===== config.mk =====
export PLATFORM = sky130hd
export DESIGN_NAME = apb_fifo_bridge_mc
export DESIGN_NICKNAME = d
export VERILOG_FILES = /design/src/rtl/apb_fifo_bridge_mc.sv
export SDC_FILE = /design/constraint.sdc
export NUM_CORES = 1
export LEC_CHECK = 0
export CAP_MARGIN = 15
export CORE_MARGIN = 2
export CORE_UTILIZATION = 45
export DETAILED_ROUTE_END_ITERATION = 6
export PLACE_DENSITY = 0.73
export SLEW_MARGIN = 5
export SYNTH_ARGS = -nofsm -noshare
export SYNTH_HDL_FRONTEND = slang
export SYNTH_SLANG_ARGS = --single-unit

===== constraint.sdc =====
create_clock -name pclk -period 3 [get_ports pclk]
set_input_delay 0.6 -clock pclk [delete_from_list [all_inputs] [get_ports pclk]]
set_output_delay 0.6 -clock pclk [all_outputs]
set_load 0.05 [all_outputs]

===== src/rtl/apb_fifo_bridge_mc.sv =====
// apb_fifo_bridge_mc
//   APB3 slave that bridges the bus to a tagged async-FIFO pair.
//   - APB writes to channel i (paddr = BASE_ADDR+i) push {i, pwdata} into the write FIFO,
//     stalling with wait states while the write FIFO is full and erroring after WAIT_MAX cycles.
//   - Words drained from the read FIFO update per-channel shadow registers; APB reads
//     of a channel return its shadow value.
//   - STATUS (paddr = BASE_ADDR+NREG): bit0 write-full, bit1 read-empty (live),
//     bit2 sticky timeout, bit3 sticky bad-tag, bits[15:8] dropped-word count.
//     Bits 2 and 3 are write-1-to-clear; clearing bit 3 also clears the drop count.
//
// Ports:
//   pclk, preset_n           clock, asynchronous active-low reset
//   paddr/psel/penable/pwrite/pwdata   APB request
//   pready/prdata/pslverr    APB response (registered, pready is a one-cycle pulse)
//   fifo_read_empty/fifo_read_data/fifo_read_inc   read FIFO (first-word fall-through)
//   fifo_write_full/fifo_write_data/fifo_write_inc  write FIFO
module apb_fifo_bridge_mc #(
  parameter int DATA_W    = 32,
  parameter int ADDR_W    = 16,
  parameter int NREG      = 4,
  parameter int TAG_W     = 2,
  parameter int BASE_ADDR = 1,
  parameter int WAIT_MAX  = 16
) (
  input  logic                    pclk,
  input  logic                    preset_n,
  input  logic [ADDR_W-1:0]       paddr,
  input  logic                    psel,
  input  logic                    penable,
  input  logic                    pwrite,
  input  logic [DATA_W-1:0]       pwdata,
  output logic                    pready,
  output logic [DATA_W-1:0]       prdata,
  output logic                    pslverr,
  input  logic                    fifo_read_empty,
  input  logic                    fifo_write_full,
  input  logic [TAG_W+DATA_W-1:0] fifo_read_data,
  output logic                    fifo_read_inc,
  output logic [TAG_W+DATA_W-1:0] fifo_write_data,
  output logic                    fifo_write_inc
);

  localparam int FIFO_W = TAG_W + DATA_W;
  localparam int CNT_W  = $clog2(WAIT_MAX + 1);
  localparam logic [ADDR_W-1:0] CHAN_LO     = ADDR_W'(BASE_ADDR);
  localparam logic [ADDR_W-1:0] CHAN_N      = ADDR_W'(NREG);
  localparam logic [ADDR_W-1:0] STATUS_ADDR = ADDR_W'(BASE_ADDR + NREG);
  localparam logic [TAG_W:0]    NREG_T      = (TAG_W + 1)'(NREG);
  localparam logic [CNT_W-1:0]  WAIT_LAST   = CNT_W'(WAIT_MAX - 1);

  typedef enum logic [1:0] {IDLE, WAIT, RESP} state_t;

  state_t            state, state_nxt;
  logic [DATA_W-1:0] shadow [NREG];
  logic              timeout_flag, badtag_flag;
  logic [7:0]        drop_cnt;
  logic [CNT_W-1:0]  wait_cnt, wait_cnt_nxt;
  logic [TAG_W-1:0]  cap_tag;
  logic [DATA_W-1:0] cap_data;
  logic              cap_load;

  logic              pready_nxt, pslverr_nxt, wr_inc_nxt;
  logic [DATA_W-1:0] prdata_nxt;
  logic [FIFO_W-1:0] wr_data_nxt;
  logic              timeout_set, clr_timeout, clr_badtag;

  logic              access, is_chan, is_status;
  logic [ADDR_W-1:0] rel_addr;
  logic [TAG_W-1:0]  chan_idx;
  logic              pop, rd_tag_ok, badtag_set;
  logic [TAG_W-1:0]  rd_tag;
  logic [DATA_W-1:0] rd_data;
  logic [DATA_W-1:0] status_val;

  assign access    = psel & penable;
  assign rel_addr  = paddr - CHAN_LO;
  assign is_chan   = (paddr >= CHAN_LO) && (rel_addr < CHAN_N);
  assign is_status = (paddr == STATUS_ADDR);
  assign chan_idx  = rel_addr[TAG_W-1:0];

  // Drain side: the registered pop pulse blocks a second pop until the FIFO has
  // had a cycle to present its next head word.
  assign rd_tag     = fifo_read_data[FIFO_W-1:DATA_W];
  assign rd_data    = fifo_read_data[DATA_W-1:0];
  assign rd_tag_ok  = {1'b0, rd_tag} < NREG_T;
  assign pop        = !fifo_read_empty && !fifo_read_inc;
  assign badtag_set = pop && !rd_tag_ok;

  always_comb begin
    status_val       = '0;
    status_val[0]    = fifo_write_full;
    status_val[1]    = fifo_read_empty;
    status_val[2]    = timeout_flag;
    status_val[3]    = badtag_flag;
    status_val[15:8] = drop_cnt;
  end

  // State register.
  always_ff @(posedge pclk or negedge preset_n) begin
    if (!preset_n) state <= IDLE;
    else           state <= state_nxt;
  end

  // Next-state logic. Only a channel write that finds the FIFO full detours through WAIT.
  always_comb begin
    state_nxt = state;
    case (state)
      IDLE: if (access) state_nxt = (is_chan && pwrite && fifo_write_full) ? WAIT : RESP;
      WAIT: if (!fifo_write_full || (wait_cnt == WAIT_LAST)) state_nxt = RESP;
      RESP: state_nxt = IDLE;
      default: state_nxt = IDLE;
    endcase
  end

  // Output/next-value logic. Everything here lands in registers, so pready appears
  // the cycle after the deciding access-phase cycle. In WAIT the push uses the
  // address/data captured on entry, not whatever is on the bus now.
  always_comb begin
    pready_nxt   = 1'b0;
    pslverr_nxt  = 1'b0;
    wr_inc_nxt   = 1'b0;
    prdata_nxt   = prdata;
    wr_data_nxt  = fifo_write_data;
    wait_cnt_nxt = wait_cnt;
    cap_load     = 1'b0;
    timeout_set  = 1'b0;
    clr_timeout  = 1'b0;
    clr_badtag   = 1'b0;
    case (state)
      IDLE: begin
        if (access) begin
          if (is_chan) begin
            if (!pwrite) begin
              prdata_nxt = shadow[chan_idx];
              pready_nxt = 1'b1;
            end else if (!fifo_write_full) begin
              wr_data_nxt = {chan_idx, pwdata};
              wr_inc_nxt  = 1'b1;
              pready_nxt  = 1'b1;
            end else begin
              cap_load     = 1'b1;
              wait_cnt_nxt = '0;
            end
          end else if (is_status) begin
            if (pwrite) begin
              clr_timeout = pwdata[2];
              clr_badtag  = pwdata[3];
            end else begin
              prdata_nxt = status_val;
            end
            pready_nxt = 1'b1;
          end else begin
            prdata_nxt  = '0;
            pready_nxt  = 1'b1;
            pslverr_nxt = 1'b1;
          end
        end
      end
      WAIT: begin
        if (!fifo_write_full) begin
          wr_data_nxt = {cap_tag, cap_data};
          wr_inc_nxt  = 1'b1;
          pready_nxt  = 1'b1;
        end else if (wait_cnt == WAIT_LAST) begin
          pready_nxt  = 1'b1;
          pslverr_nxt = 1'b1;
          timeout_set = 1'b1;
        end else begin
          wait_cnt_nxt = wait_cnt + 1'b1;
        end
      end
      default: ;
    endcase
  end

  // Response and write-FIFO registers.
  always_ff @(posedge pclk or negedge preset_n) begin
    if (!preset_n) begin
      pready          <= 1'b0;
      pslverr         <= 1'b0;
      prdata          <= '0;
      fifo_write_inc  <= 1'b0;
      fifo_write_data <= '0;
      wait_cnt        <= '0;
      cap_tag         <= '0;
      cap_data        <= '0;
    end else begin
      pready          <= pready_nxt;
      pslverr         <= pslverr_nxt;
      prdata          <= prdata_nxt;
      fifo_write_inc  <= wr_inc_nxt;
      fifo_write_data <= wr_data_nxt;
      wait_cnt        <= wait_cnt_nxt;
      if (cap_load) begin
        cap_tag  <= chan_idx;
        cap_data <= pwdata;
      end
    end
  end

  // Read-FIFO drain and status flags. A set event in the same cycle as a W1C
  // clear wins; the drop count restarts at 1 in that case.
  always_ff @(posedge pclk or negedge preset_n) begin
    if (!preset_n) begin
      fifo_read_inc <= 1'b0;
      timeout_flag  <= 1'b0;
      badtag_flag   <= 1'b0;
      drop_cnt      <= '0;
      for (int i = 0; i < NREG; i++) shadow[i] <= '0;
    end else begin
      fifo_read_inc <= pop;
      if (pop && rd_tag_ok) shadow[rd_tag] <= rd_data;
      timeout_flag <= timeout_set | (timeout_flag & ~clr_timeout);
      badtag_flag  <= badtag_set | (badtag_flag & ~clr_badtag);
      if (clr_badtag)                         drop_cnt <= badtag_set ? 8'd1 : 8'd0;
      else if (badtag_set && drop_cnt != 8'hFF) drop_cnt <= drop_cnt + 8'd1;
    end
  end

endmodule

==> run_1/pdn.png <==
Drawn at 2 px/um. Pins as bars on the die edge.
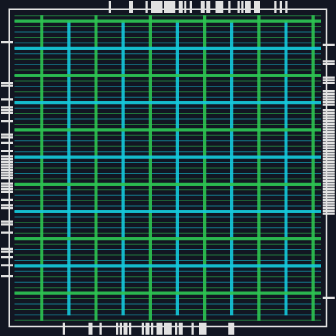
[VDD] cyan
[VSS] green
met5 straps: 11
signal pins: 159
vertical extent of the die: 157.9 um
maximum resistive drop on vdd: 0.0005913 V
core area: 23330 sq um

==> run_1/cell_classes.png <==
Drawn at 2 px/um. Fill, decap, tap and diode cells in gray.
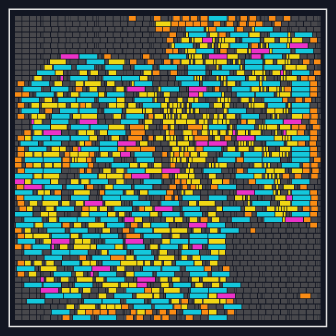
[flip-flops] cyan | cells: 241
[clock drivers and dummy loads] magenta | cells: 45
[other buffers and delay cells] orange | cells: 196
[all other logic] yellow | cells: 468
Finished Core Util: 0.5876
Rows: 56

==> run_1/clock_map.png <==
Drawn at 4 px/um.
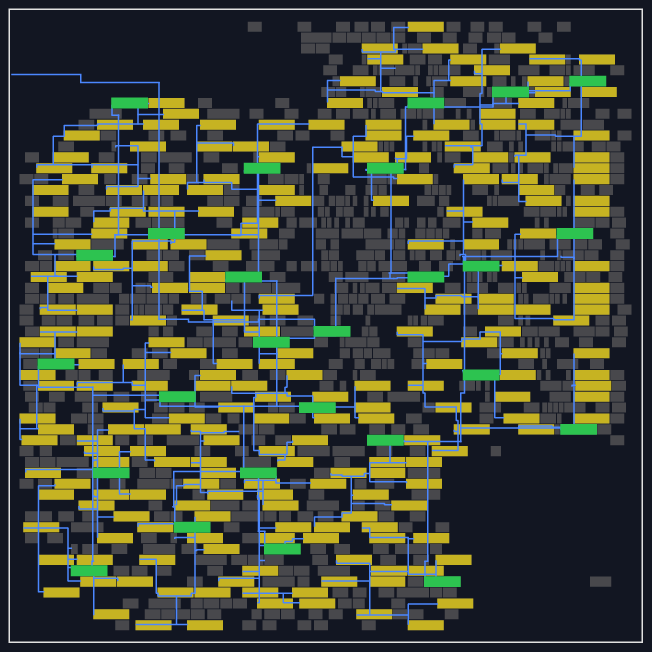
[cells driving clock nets] green | count: 26
[clock wires] blue | length: 2900 um
[flip-flops] yellow | count: 241
flops lie: widely spread
Clock power frac: 0.383
power attributed to the clock group: 0.00304 W
post-route clock skew: 0.01697 ns
insertion delay to the later sink of the worst-skew pair: 0.53 ns

==> results.txt, run 1 <==
The flow completed. The critical path in the final layout is reported with a setup slack of between 0.2 and 0.3 ns. Delay of the slowest cell on the worst path landed at between 0.4 and 0.5 ns. OpenROAD emitted warnings numbering 27. Count of buffers added by post-CTS timing repair for setup landed at 0. Across the run, the number of max-cap violations was 0. TritonCTS built the clock tree. Number of global-route vias before repair landed at a little over 7k. Worst hold slack landed at 0.05708 ns.

Yosys mapped a number of flops with a built-in enable equal to 0. Initial antenna violation count landed at 2. sky130_fd_sc_hd__dfrtp_1 is the most common cell in the netlist. Counting tap cells, the placed design contains a total of roughly 1.2k instances.

For this run, the post-layout net count is between 1k and 1.5k. Of the post-synthesis cell area, the dominant cell type holds 0.5660. Setup repair after global routing left no endpoint under its margin.

Minimum setup slack among reg-to-reg paths landed at about 0.86 ns. Total standard cell area after synthesis landed at 10660 sq um. The final timing report derives a shortest allowable period of around 2.7 ns. Yosys attributes the largest share of cell area to sky130_fd_sc_hd__dfrtp_1 (57%), sky130_fd_sc_hd__mux2_2 (18%), sky130_fd_sc_hd__mux4_2 (6.8%). Top fanout value on the critical path landed at 35. Counting the warning lines in the Yosys log gives 0. Sum of routed wire length over all layers landed at around 24000 um. Flip-flop and latch count after synthesis landed at around 240.

Largest net degree at the start of global routing landed at around 80. Per the detail_route report, routed wire per instance is 18.64 um. Timing analysis after detailed placement gives a worst setup slack of -0.2583 ns. Overall power of the completed layout landed at approximately 0.0079 W.

Of the available clock period, the critical path in the final layout requires 0.9017. The data required time reported for the critical path is between 3 and 4 ns. The global routing report lists combined usage of all routing layers as 0.1947. Post-synth area from yosys stat landed at 10660 sq um. In this run the critical path is formed by clkdlybuf4s50_1 -> nor4_4 -> nand2b_1 -> nor4b_2 -> nand4_2 -> o41a_2 -> buf_12 -> mux2_1.

Tracing the worst setup path back leads to its startpoint at paddr[7]. In this run the number of H-tree levels came out at 1. The DRC violation total left in the routed layout is recorded as 0.

Effective utilization at floorplan landed at 0.4567. Of the cells placed in the final design, the portion with a size suffix greater than 1 is 0.3368. Detailed-router iteration count before antenna repair landed at 4.

Leaving out fill and tap cells, the most frequent cells in the layout are sky130_fd_sc_hd__dfrtp_1 (241), sky130_fd_sc_hd__mux2_2 (167), sky130_fd_sc_hd__clkdlybuf4s50_1 (156). Maximum frequency from static timing analysis landed at 0.3697 GHz. For this run the detailed placement stage logged an HPWL of roughly 16000 um. For the final routed database, the setup TNS stands at 0 ns. The finished layout holds 1272 standard cells, fillers aside. The worst setup path is captured at a flip-flop.

Relative slew slack landed at 0.4703. For reference, the final report shows the max-slew violation count at 0. The capture point of the critical path was reported as fifo_write_data[1]$_DFFE_PN0P_. Instance area at placement landed at 12880 sq um. The synthesized instance count is roughly 760. Clock-pin slew on the worst setup and hold paths landed at around 0.060 ns. The layout stage reports a final design area of approximately 14000 sq um.

Via total after detailed routing landed at approximately 6.7k. Path depth of the worst reg2reg path landed at 6. Clock buffer count from CTS landed at 26. Final weighted congestion in routability-driven placement landed at slightly above 0.8. Power density over the cells landed at between 500 and 600 nW/um^2.

Yosys reports that the most numerous cell types are sky130_fd_sc_hd__dfrtp_1 (241), sky130_fd_sc_hd__mux2_2 (167), sky130_fd_sc_hd__nand2_1 (107). Pin placement for this block handled roughly 160 I/O pins. The first global-routing pass estimated 37920 um of wire. Final global-route overflow total landed at 0. The worst setup path is of the input port to flip-flop kind.

Looking at the cell usage after synthesis, the top flip-flop cell is sky130_fd_sc_hd__dfrtp_1. Fraction of registers with async set/reset landed at 1.000. After clock tree synthesis, the flow added hold-fix buffers numbering 0. For the worst reg-to-reg path, the endpoint reported by OpenROAD is fifo_write_data[1]$_DFFE_PN0P_. Per-cell via count in the routed design landed at between 5 and 6. Post-cts repair resize count landed at 0. Total die area landed at about 25000 sq um. The script extracted a total leakage power of 6.216 nW. The flow ran to the end, and the final reports show no timing, DRC or antenna violations. Number of sinks handled by clock tree synthesis landed at between 200 and 250. Number of nets produced by synthesis landed at 848.

Maximum buffer depth of the clock tree landed at 3. After synthesis, the design contains between 700 and 800 cells according to Yosys. Per the cell usage report, the commonest logic cell in the layout is sky130_fd_sc_hd__dfrtp_1. The die is roughly 160 um wide. Per the run report, area growth between synthesis and finish was 28.66%. STA classifies the critical path startpoint as an input port. Data arrives at the worst endpoint at between 3 and 4 ns. Detailed-route iteration 0 reported a violation count of about 390.

Once detail routing completed, the nets flagged for antenna violations numbered 0. Quantity of I/O buffers inserted on ports landed at 158. Final-report setup violation count landed at 0. Sorting the Yosys area breakdown by cell type puts at the top sky130_fd_sc_hd__dfrtp_1.

The critical path's slowest stage uses the library cell sky130_fd_sc_hd__nor4_4. Sequential element share of the synthesized area landed at 0.5660. Mean cell area of the mapped netlist landed at approximately 14 sq um. The type recorded for the worst min-delay path is input port to asynchronous set/reset pin. In this run, distinct cell masters in the synthesized netlist total between 40 and 50. Slew of the pin with the lowest slew margin landed at between 0.7 and 0.8 ns. Clock tree synthesis selected as its root buffer the cell sky130_fd_sc_hd__clkbuf_16. In the final report, the number of hold violations comes to 0.

STA lists the startpoint of the worst register-to-register path as state[1]$_DFFE_PN0P_.
## run 1: routing by layer
metal  vias up  routed length (um)  GRT usage
li1       3087                   -          -
met1      3392               10110     0.2608
met2       173               11550     0.3211
met3        41                1522    0.04243
met4         0                 524    0.05455
met5         -                   0          0
## run 1: kinds of logic (layout without fill, tap and decap cells)
group	count (synthesis)	count (layout)	share of synthesized area
buffers and inverters	57	252	0.02302
muxes	239	239	0.2959
other	0	3	0
DFF	241	241	0.5660
AOI/OAI and AO/OA	54	54	0.04098
xor gates and xnor gates	1	1	0.0008221
adders and majority gates	4	4	0.004697
and+or+nand+nor	159	159	0.06858
## run 1: critical path: cells and delay by family
family,cells,cell delay (ns)
and+or+nand+nor,4,1.09
AOI/OAI and AO/OA,1,0.42
buffers and inverters,2,0.65
muxes,1,0.33
## run 1: registers in the layout (all words and copies together) (netlist names), 2 cells and up
register	flops
cap_data	32
fifo_write_data	34
state	2
wait_cnt	5
cap_tag	2
shadow	128
prdata	32
## run 1: where the power goes
group / total, W / switching [W] / internal, W
clock network: 0.00304 / 0.00125 / 0.00179
logic: 0.00105 / 0.000394 / 0.000661
registers: 0.00385 / 0.000195 / 0.00365
## run 1: layout make-up
class                   instances  area [sq um]
clock inverters                 4         35.03
clock buffers                  41         787.0
well taps                     319         399.1
fillers                      1837          9623
flip-flops and latches        241          6031
diodes                          3         7.507
multi-input cells             457          4429
inverters                      11         41.29
repair buffers                196          1979
==> run_1/metal_stack.png <==
Drawn at 2 px/um. Two of the layers only.
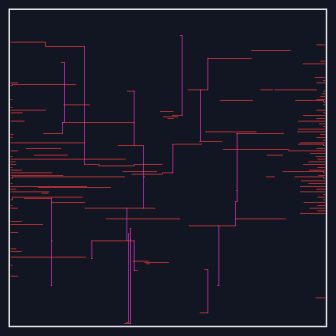

==> inputs of run 2 (changes only) <==
--- a/config.mk
+++ b/config.mk
@@ -6,7 +6,6 @@
 export NUM_CORES = 1
 export LEC_CHECK = 0
 export CAP_MARGIN = 15
-export CORE_MARGIN = 2
 export CORE_UTILIZATION = 45
 export DETAILED_ROUTE_END_ITERATION = 6
 export PLACE_DENSITY = 0.73
==> run_2/metal_stack.png <==
Drawn at 2 px/um. Two of the layers only.
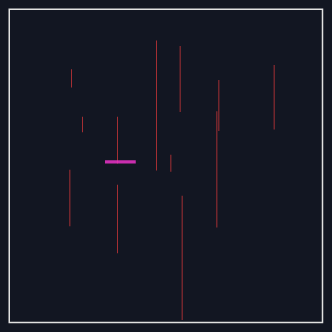
[met4] red | wire length: 384 um
[met5] magenta | wire length: 13.8 um
wire length per cell after detailed routing: 18.64 um
final WL: 23560 um
total via count in the routed design: 6711

==> run_2/cell_classes.png <==
Drawn at 2 px/um. Fill, decap, tap and diode cells in gray.
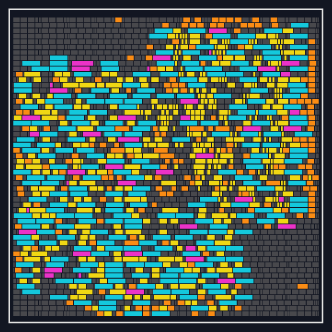
[all other logic] yellow | cells: 468
[other buffers and delay cells] orange | cells: 197
[flip-flops] cyan | cells: 241
[clock drivers and dummy loads] magenta | cells: 42
Rows: 55
Seq area share: 0.4394
Finished Core Util: 0.5990

==> results.txt, run 2 <==
The flow completed. The first-pass GRT wire length was 38250 um (+0.87%). Number of flops mapped to enable cells by yosys landed at 0 (unchanged). The synthesis report names the predominant flop master as sky130_fd_sc_hd__dfrtp_1. Among logic cells in the layout, the one with the most instances is sky130_fd_sc_hd__dfrtp_1.

Sorting the synthesized cells by how often they occur yields sky130_fd_sc_hd__dfrtp_1 (241), sky130_fd_sc_hd__mux2_2 (167), sky130_fd_sc_hd__nand2_1 (107). The maximum buffer depth of the clock tree came to 3 (unchanged). The switching power of the nets was 0.001802 W (-2.1%). STA classifies the critical path startpoint as an input port. Flip-flop and latch count after synthesis landed at 241 (unchanged). The final weighted congestion in routability-driven placement is 0.7682 (-5.3%).

By area the synthesized netlist is led by sky130_fd_sc_hd__dfrtp_1 (57%), sky130_fd_sc_hd__mux2_2 (18%), sky130_fd_sc_hd__mux4_2 (6.8%). Clock period minus worst slack landed at 2.622 ns (-0.08301 ns). The share of power burned in registers was 0.478 (-0.006). Largest net degree at the start of global routing landed at 77 (-4.9%).

Synthesized instance count landed at 755 (unchanged). Sum of net half-perimeters after detailed placement landed at 15900 um (+0.17%). Post-cts repair resize count landed at 0 (unchanged). Count of H-tree levels built during CTS landed at 1 (unchanged). More flip-flops sit in one register than any other, and that register is shadow.

Power share of the clock group landed at 0.393 (+0.010). Per-cell via count in the routed design landed at 5.309 (+0.90%). Quantity of hold-fixing buffers added after cts landed at 0 (unchanged). Yosys instantiated no cell more often than sky130_fd_sc_hd__dfrtp_1. Fraction of registers with async set/reset landed at 1.000 (unchanged). The cell total after placement is 1219 (-0.41%). Setup clock skew after layout landed at 0.01238 ns (-0.004588 ns). The power density over the cells was 586.7 nW/um^2 (+1.3%). The total die area was 24300 sq um (-2.5%).

Area taken by flip-flops and latches landed at 6031 sq um (unchanged). The net count reported at finish was 1028 (+0.19%). The number of global-route vias before repair came to 7077 (+0.23%).

The global routing usage summed across all routing layers came to 0.2019 (+0.007197). The distinct cell type count of the synthesized netlist came to 49 (unchanged). The fraction of the cycle the final worst path needs was 0.8740 (-0.02767). The worst setup path is captured at a flip-flop. The effective utilization at floorplan came to 0.4650 (+0.008303). Total sequential power landed at 0.00385 W (about the same). Final-report setup violation count landed at 0 (unchanged). Final instance area landed at 13730 sq um (+0.12%). The critical path goes through clkdlybuf4s50_1 -> nor4_4 -> buf_4 -> nand4_1 -> xor2_1 -> nand4_2 -> o41a_2 -> buf_12 -> mux2_1. Looking at the group totals, the largest power group turns out to be registers. STA reports the tightest min-delay check as being of type input port to asynchronous set/reset pin. The worst setup path is of the input port to flip-flop kind. Number of fill cells landed at 1762 (-4.1%). Area of combinational cells with multiple inputs landed at 4429 sq um (unchanged). Power of the combinational group landed at 0.00104 W (about the same). Internal power summed over all cells landed at 0.006251 W (+2.5%). Max-slew violation total from the final report landed at 0 (unchanged). The clock buffer count from CTS is 27 (+3.8%).

The tally of OpenROAD warnings was 27 (unchanged). Mean cell area of the mapped netlist landed at 14.11 sq um (unchanged). Total standard cell area after synthesis landed at 10660 sq um (unchanged). The overall power of the completed layout is 0.008053 W (+1.4%). Top fanout value on the critical path landed at 35 (unchanged). The die extent in x is 155.9 um (-1.3%).

Final global-route overflow total landed at 0 (unchanged). The run finished with clean final reports. Minimum setup slack among reg-to-reg paths landed at 0.87 ns (about the same). Setup repair after global routing left no endpoint under its margin. Count of instantiated cells in the yosys netlist landed at 755 (unchanged). The layer flagged by global routing as most heavily used is met2.

The worst hold slack was 0.003230 ns (-0.05385 ns). The sequential element share of the synthesized area was 0.5660 (unchanged). The aggregate negative setup slack is 0 ns (unchanged).

The required time at the endpoint of the critical path came to 3.40 ns (about the same). The global-route met1 utilization is 0.2660 (+0.005187). The switching fraction of total power came to 0.2237 (-0.007932).

Count of final hold-check violations landed at 0 (unchanged). The worst setup slack after placement is -0.1663 ns (+0.09194 ns). By instance count after routing, the leading logic cell types are sky130_fd_sc_hd__dfrtp_1 (241), sky130_fd_sc_hd__mux2_2 (167), sky130_fd_sc_hd__clkdlybuf4s50_1 (156). The violation tally from detailed-route iteration zero is 274 (-29%). The leakage component of the power was 6.226 nW (+0.16%). I/O pin count landed at 159 (unchanged).

The core outline area came to 22920 sq um (-1.8%). Number of antenna-violating nets in the routed design landed at 0 (unchanged). The biggest area contributor in the post-synthesis netlist is sky130_fd_sc_hd__dfrtp_1.

The maximum frequency from static timing analysis came to 0.3814 GHz (+3.2%). The global-route met3 utilization was 0.06000 (+0.01757). The fraction of final layout cells with drive strength greater than 1 is 0.3386 (+0.001765).

The flip-flop count of the largest register, all copies and words added came to 128 (unchanged). Post-synth area from yosys stat landed at 10660 sq um (unchanged). Delay of the slowest cell on the worst path landed at 0.44 ns (about the same).

Share of Yosys cell area claimed by the top area cell type landed at 0.5660 (unchanged). The detailed-router iteration count before antenna repair was 4 (unchanged). Count of buffers added by post-CTS timing repair for setup landed at 0 (unchanged). The portion of total power attributed to combinational logic is 0.129 (-0.004). TritonCTS built the clock tree.

The number of sinks handled by clock tree synthesis was 241 (unchanged). The instance area at placement came to 12870 sq um (about the same). Compared with the post-synthesis result, the final layout area differs by 28.82%. Per the STA report, the cell with the highest stage delay on the worst path is sky130_fd_sc_hd__clkdlybuf4s50_1. The largest registers in the layout are shadow: 128 flops, fifo_write_data: 34 flops. Worst vdd rail ir drop landed at 0.0005163 V (-13%).

The clock latency on the worst-skew pair was 0.52 ns (about the same). Clock-pin slew on the worst setup and hold paths landed at 0.06 ns (about the same).
==> run 2: cell counts after synthesis <==
No cell type changed its count.
==> run 2: metal layers <==
layer | routed length [um] | share of wire
met3 | 1754 | 0.074
met4 | 383 | 0.016
met2 | 11140 | 0.47
met5 | 13 | 0.00055
met1 | 10270 | 0.44
==> run 2: final timing paths <==
kind	start	endpoint	cells past startpoint
worst min-delay path	preset_n	prdata[28]$_DFFE_PN0P_	1
max in group asynchronous	preset_n	shadow[106]$_DFFE_PN0P_	2
worst max-delay path	paddr[7]	fifo_write_data[0]$_DFFE_PN0P_	9
min in group pclk	paddr[0]	cap_tag[0]$_DFFE_PN0P_	3
worst min register to register	timeout_flag$_DFF_PN0_	timeout_flag$_DFF_PN0_	1
worst max register to register	state[1]$_DFFE_PN0P_	fifo_write_data[0]$_DFFE_PN0P_	6
==> run 2: cell type report <==
cell class / count / share of cell area
flip-flops and latches: 241 / 0.4394
multi-input cells: 457 / 0.3227
inverters: 11 / 0.003008
diodes: 3 / 0.0005469
clock buffers: 37 / 0.05634
well taps: 313 / 0.02853
repair buffers: 197 / 0.1438
clock inverters: 5 / 0.005652
==> run 2: cell families after synthesis <==
family	share of synthesized area
multiplexers	0.2959
XOR/XNOR	0.0008221
flip-flops	0.5660
AND-OR/OR-AND	0.04098
adder cells (fa/ha/maj)	0.004697
AND/OR/NAND/NOR	0.06858
buffers and inverters	0.02302
==> run 2: critical path: cells and delay by family <==
| kind | cells | cell delay [ns] |
|---|---|---|
| multiplexers | 1 | 0.33 |
| AND/OR/NAND/NOR | 3 | 0.60 |
| XOR/XNOR | 1 | 0.23 |
| buffers and inverters | 3 | 0.82 |
| AND-OR/OR-AND | 1 | 0.42 |
==> run_2/clock_map.png <==
Drawn at 4 px/um.
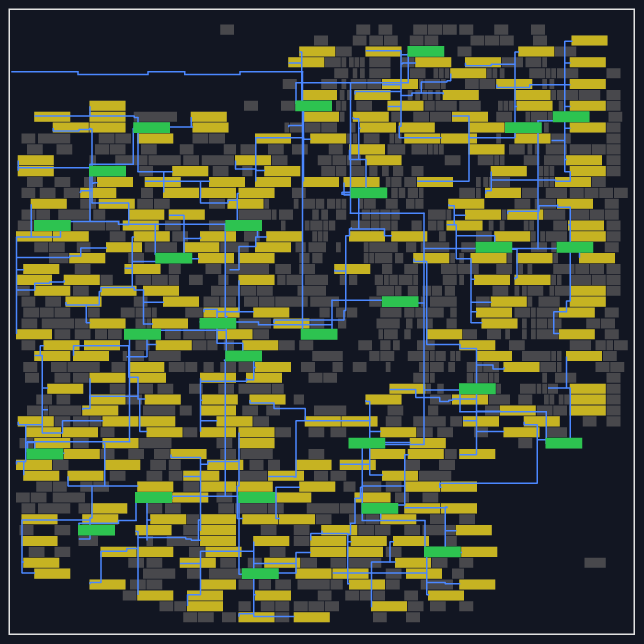

==> inputs of run 3 (changes only) <==
--- a/config.mk
+++ b/config.mk
@@ -7,6 +7,7 @@
 export LEC_CHECK = 0
 export CAP_MARGIN = 15
 export CORE_UTILIZATION = 45
+export CTS_CLUSTER_SIZE = 28
 export DETAILED_ROUTE_END_ITERATION = 6
 export PLACE_DENSITY = 0.73
 export SLEW_MARGIN = 5
==> constraint.sdc (replaced) <==
create_clock -name pclk -period 2.7 [get_ports pclk]
set_input_delay 0.54 -clock pclk [delete_from_list [all_inputs] [get_ports pclk]]
set_output_delay 0.54 -clock pclk [all_outputs]
set_load 0.05 [all_outputs]
==> run_3/clock_map.png <==
Drawn at 4 px/um.
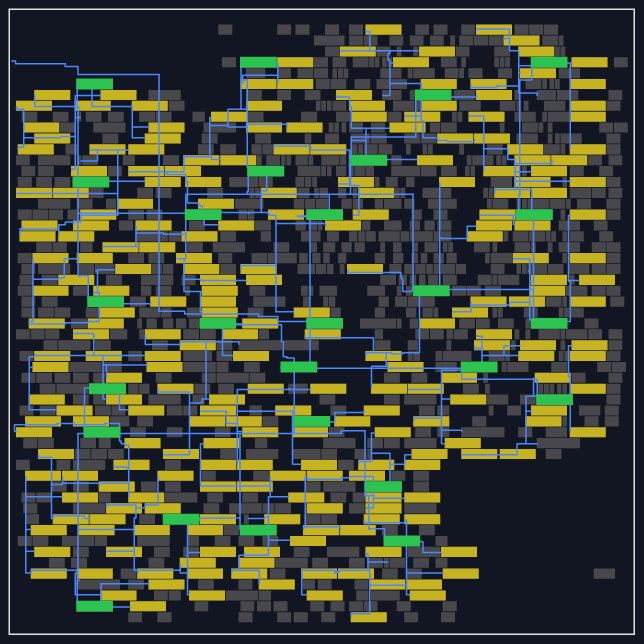
[cells driving clock nets] green | count: 26
[clock wires] blue | length: 3050 um
[flip-flops] yellow | count: 241
routed clock nets: 27
power attributed to the clock group: 0.00388 W
Clock power frac: 0.416
post-route clock skew: 0.01351 ns

==> results.txt, run 3 <==
The flow completed. The instance area at placement was 12970 sq um (+0.82%). The post-route met1 wirelength is 10780 um (+4.9%). The path depth of the worst reg2reg path is 6 (unchanged). TritonCTS built the clock tree. Power density over the cells landed at 668.8 nW/um^2 (+14%). STA classifies the critical path startpoint as an input port. Non-filler instance count after layout landed at around 1.3k.

Maximum buffer depth of the clock tree landed at 3 (unchanged). The endpoint identified for the worst register-to-register timing path is fifo_write_data[2]$_DFFE_PN0P_. Counting every net in the synthesized netlist gives around 850. TritonRoute reported its final design rule violation total as 0.

Clock period minus worst slack landed at around 2.6 ns. Among cell families on the critical path, the largest total delay comes from AND-OR/OR-AND gates. The amount of wire on met3 after detailed routing is 1440 um (-18%). Worst hold slack landed at -0.01880 ns (-0.02203 ns).

The worst setup slack after placement was -0.4427 ns (-0.2764 ns). Count of final hold-check violations landed at 6 (+6). Sum of met2 wire segment lengths after detailed routing landed at 11310 um (+1.5%).

In this run the critical register-to-register path is launched from state[1]$_DFFE_PN0P_. Summed over all instances, the cell type with the most area after synthesis is sky130_fd_sc_hd__dfrtp_1. The number of logic stages on the critical path including buffering was 8 (-1). The row count came to 55 (unchanged).

Looking at the max-slew report, the worst-margin pin has a slew of ~0.6 ns. The timing report shows that the slowest cell on the worst path is sky130_fd_sc_hd__o41a_2. The number of antenna-violating nets in the routed design is 0 (unchanged). Number of flops mapped to enable cells by yosys landed at 0 (unchanged). The commonest cells after synthesis are sky130_fd_sc_hd__dfrtp_1 (241), sky130_fd_sc_hd__mux2_2 (167), sky130_fd_sc_hd__nand2_1 (107). Per the GRT log, the top usage layer is met2.

Clock buffer count from CTS landed at 26 (-3.7%). Violation tally from detailed-route iteration zero landed at 335 (+22%). Initial antenna violation count landed at 1. The final reports fail on hold timing. The buffer and inverter count on the worst path was 2 (-1).

The detailed-router iteration count before antenna repair came to 5 (+1). The sum of net half-perimeters after detailed placement is 15710 um (-1.2%). Clock-pin slew on the worst setup and hold paths landed at 0.06 ns (about the same). The I/O pin count came to 159 (unchanged). The synthesis report lists the most area-consuming cells as sky130_fd_sc_hd__dfrtp_1 (57%), sky130_fd_sc_hd__mux2_2 (18%), sky130_fd_sc_hd__mux4_2 (6.8%). The largest net degree at the start of global routing is 74 (-3.9%). Count of buffers added by post-CTS timing repair for setup landed at 0 (unchanged). Per STA, the worst path is made up of clkdlybuf4s50_1 -> nor4_4 -> nand2_1 -> o41ai_2 -> nand4_2 -> o41a_2 -> buf_12 -> mux2_1. In this run the tool buffered the top-level ports with 158 buffer cells.

Worst vdd rail ir drop landed at 0.0004030 V (-22%). Number of sinks handled by clock tree synthesis landed at 241 (unchanged). Data arrival time of the worst path landed at between 3 and 4 ns.

The clock latency on the worst-skew pair was 0.53 ns (about the same). In the setup report, the worst path falls into the class input port to flip-flop. The sequential element share of the synthesized area was 0.5660 (unchanged). Flip-flop count of the largest register, all copies and words added landed at 128 (unchanged).

The library cell used most frequently in the layout, excluding fill and tap cells, is sky130_fd_sc_hd__dfrtp_1. The tally of OpenROAD warnings was 28 (+3.7%). Final instance area landed at 13930 sq um (+1.5%). Distinct cell type count of the synthesized netlist landed at 49 (unchanged). The die extent in x is 155.9 um (unchanged). Delay of the slowest cell on the worst path landed at 0.46 ns (+0.02 ns). Net count reported at finish landed at 1037 (+0.88%). Max-cap violation count landed at 0. The most frequently used library cell after synthesis is sky130_fd_sc_hd__dfrtp_1. STA classifies the critical path endpoint as a flip-flop. The aggregate negative setup slack came to 0 ns (unchanged). Fraction of the cycle the final worst path needs landed at 0.9669. The worst hold path belongs to the class input port to asynchronous set/reset pin.

Fraction of final layout cells with drive strength greater than 1 landed at 0.3485 (+0.009940). Mean cell area of the mapped netlist landed at 14.11 sq um (unchanged). Utilization after layout landed at 0.6081 (+0.009118). Leaving out fill and tap cells, the most frequent cells in the layout are sky130_fd_sc_hd__dfrtp_1 (241), sky130_fd_sc_hd__mux2_2 (167), sky130_fd_sc_hd__clkdlybuf4s50_1 (156). The core outline area is 22920 sq um (unchanged). Final weighted congestion in routability-driven placement landed at 0.8235 (+7.2%).

Overall power of the completed layout landed at 0.009319 W (+16%). Fraction of registers with async set/reset landed at 1.000 (unchanged). The quantity of hold-fixing buffers added after cts was 0 (unchanged). Top fanout value on the critical path landed at 19 (-46%). Compared with the post-synthesis result, the final layout area differs by 30.78%. The post-cts repair resize count came to 0 (unchanged). The global-route met3 utilization was 0.04389 (-0.01611).

Routed signal wires occupy layers up through met4. Among all flip-flop cells after synthesis, the most frequent one is sky130_fd_sc_hd__dfrtp_1. The effective utilization at floorplan is 0.4650 (unchanged). Total die area landed at 24300 sq um (unchanged). Share of Yosys cell area claimed by the top area cell type landed at 0.5660 (unchanged). The count of instantiated cells in the yosys netlist is 755 (unchanged). The per-cell via count in the routed design came to 5.316 (+0.13%). The critical path in the final layout is reported with a setup slack of 0.08928 ns. Number of global-route vias before repair landed at 7202 (+1.8%). Global-route met1 utilization landed at 0.2769 (+0.01092). The final-report setup violation count came to 0 (unchanged).

Flip-flop and latch count after synthesis landed at 241 (unchanged). The max-slew check reports its worst relative slack as 0.5907. The required time at the endpoint of the critical path came to 3.11 ns (-0.29 ns). Number of warnings reported in the yosys synthesis log landed at 0.

The max-slew violation total from the final report was 0 (unchanged). Counting flops per register, the top entry is shadow. The largest registers in the layout are shadow: 128 flops, fifo_write_data: 34 flops.

Final global-route overflow total landed at 0 (unchanged). The first-pass GRT wire length is 38650 um (+1.0%). Looking at the clock tree report, the root buffer type is sky130_fd_sc_hd__clkbuf_16. The total standard cell area after synthesis came to 10660 sq um (unchanged). Cell total after placement landed at 1228 (+0.74%). Leakage component of the power landed at 6.340 nW (+1.8%).

Maximum frequency from static timing analysis landed at about 0.38 GHz. The post-synth area from yosys stat came to 10660 sq um (unchanged). Met2 usage landed at 0.3321. Per the OpenROAD floorplan log, the height of the die is between 150 and 200 um. The flow ran to the end, but the final reports show violations.

Minimum setup slack among reg-to-reg paths landed at 0.63 ns (-0.24 ns). The count of H-tree levels built during CTS was 1 (unchanged). The synthesized instance count came to 755 (unchanged).
==> run_3/metal_stack.png <==
Drawn at 2 px/um. Two of the layers only.
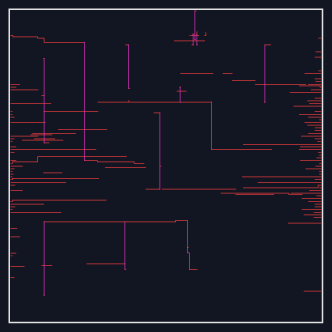
[met3] red | wire length: 1440 um
[met4] magenta | wire length: 332 um
total via count in the routed design: 6794
total global routing track utilization: 0.2025
wire length per cell after detailed routing: 18.67 um
final WL: 23860 um

run 3: cell types whose count changed in the layout (fill, tap and decap cells not counted), sizes merged:
cell      before  now
buf           41   51
bufinv         2    4
diode          3    1
clkinvlp       1    0
clkbuf        37   42
run 3: layout make-up:
cell class | instances | area (sq um)
fill | 1791 | 8981
sequential | 241 | 6031
multi-input combinational | 457 | 4439
timing repair buffer | 207 | 2074
clock buffer | 42 | 822.0
tap | 313 | 391.6
clock inverter | 6 | 130.1
inverter | 11 | 43.79
antenna | 1 | 2.502
run 3: power breakdown:
group | total, W | leakage [nW] | switching, W | internal [W]
clock | 0.00388 | 0.469 | 0.00142 | 0.00245
sequential | 0.00427 | 3.07 | 0.000218 | 0.00406
combinational | 0.00117 | 2.80 | 0.000427 | 0.000741
total | 0.00932 | 6.34 | 0.00207 | 0.00725
run 3: logic make-up after synthesis:
family,Yosys count,synth area share
adder cells (fa/ha/maj),4,0.004697
AND-OR/OR-AND,54,0.04098
flip-flops,241,0.5660
multiplexers,239,0.2959
AND/OR/NAND/NOR,159,0.06858
XOR/XNOR,1,0.0008221
buffers and inverters,57,0.02302
run 3: worst max-delay path by stage:
stage / startpoint / end / slack [ns]
6_report: paddr[5] / fifo_write_data[2]$_DFFE_PN0P_ / 0.09
3_3_place_gp: paddr[7] / fifo_write_data[2]$_DFFE_PN0P_ / -0.42
5_1_grt: paddr[5] / fifo_write_data[2]$_DFFE_PN0P_ / -0.02
2_1_floorplan: paddr[0] / fifo_write_data[10]$_DFFE_PN0P_ / -0.06
3_5_place_dp: paddr[7] / fifo_write_data[2]$_DFFE_PN0P_ / -0.44
4_1_cts: paddr[7] / fifo_write_data[2]$_DFFE_PN0P_ / 0.09
Power and IR drop assume default switching activity.
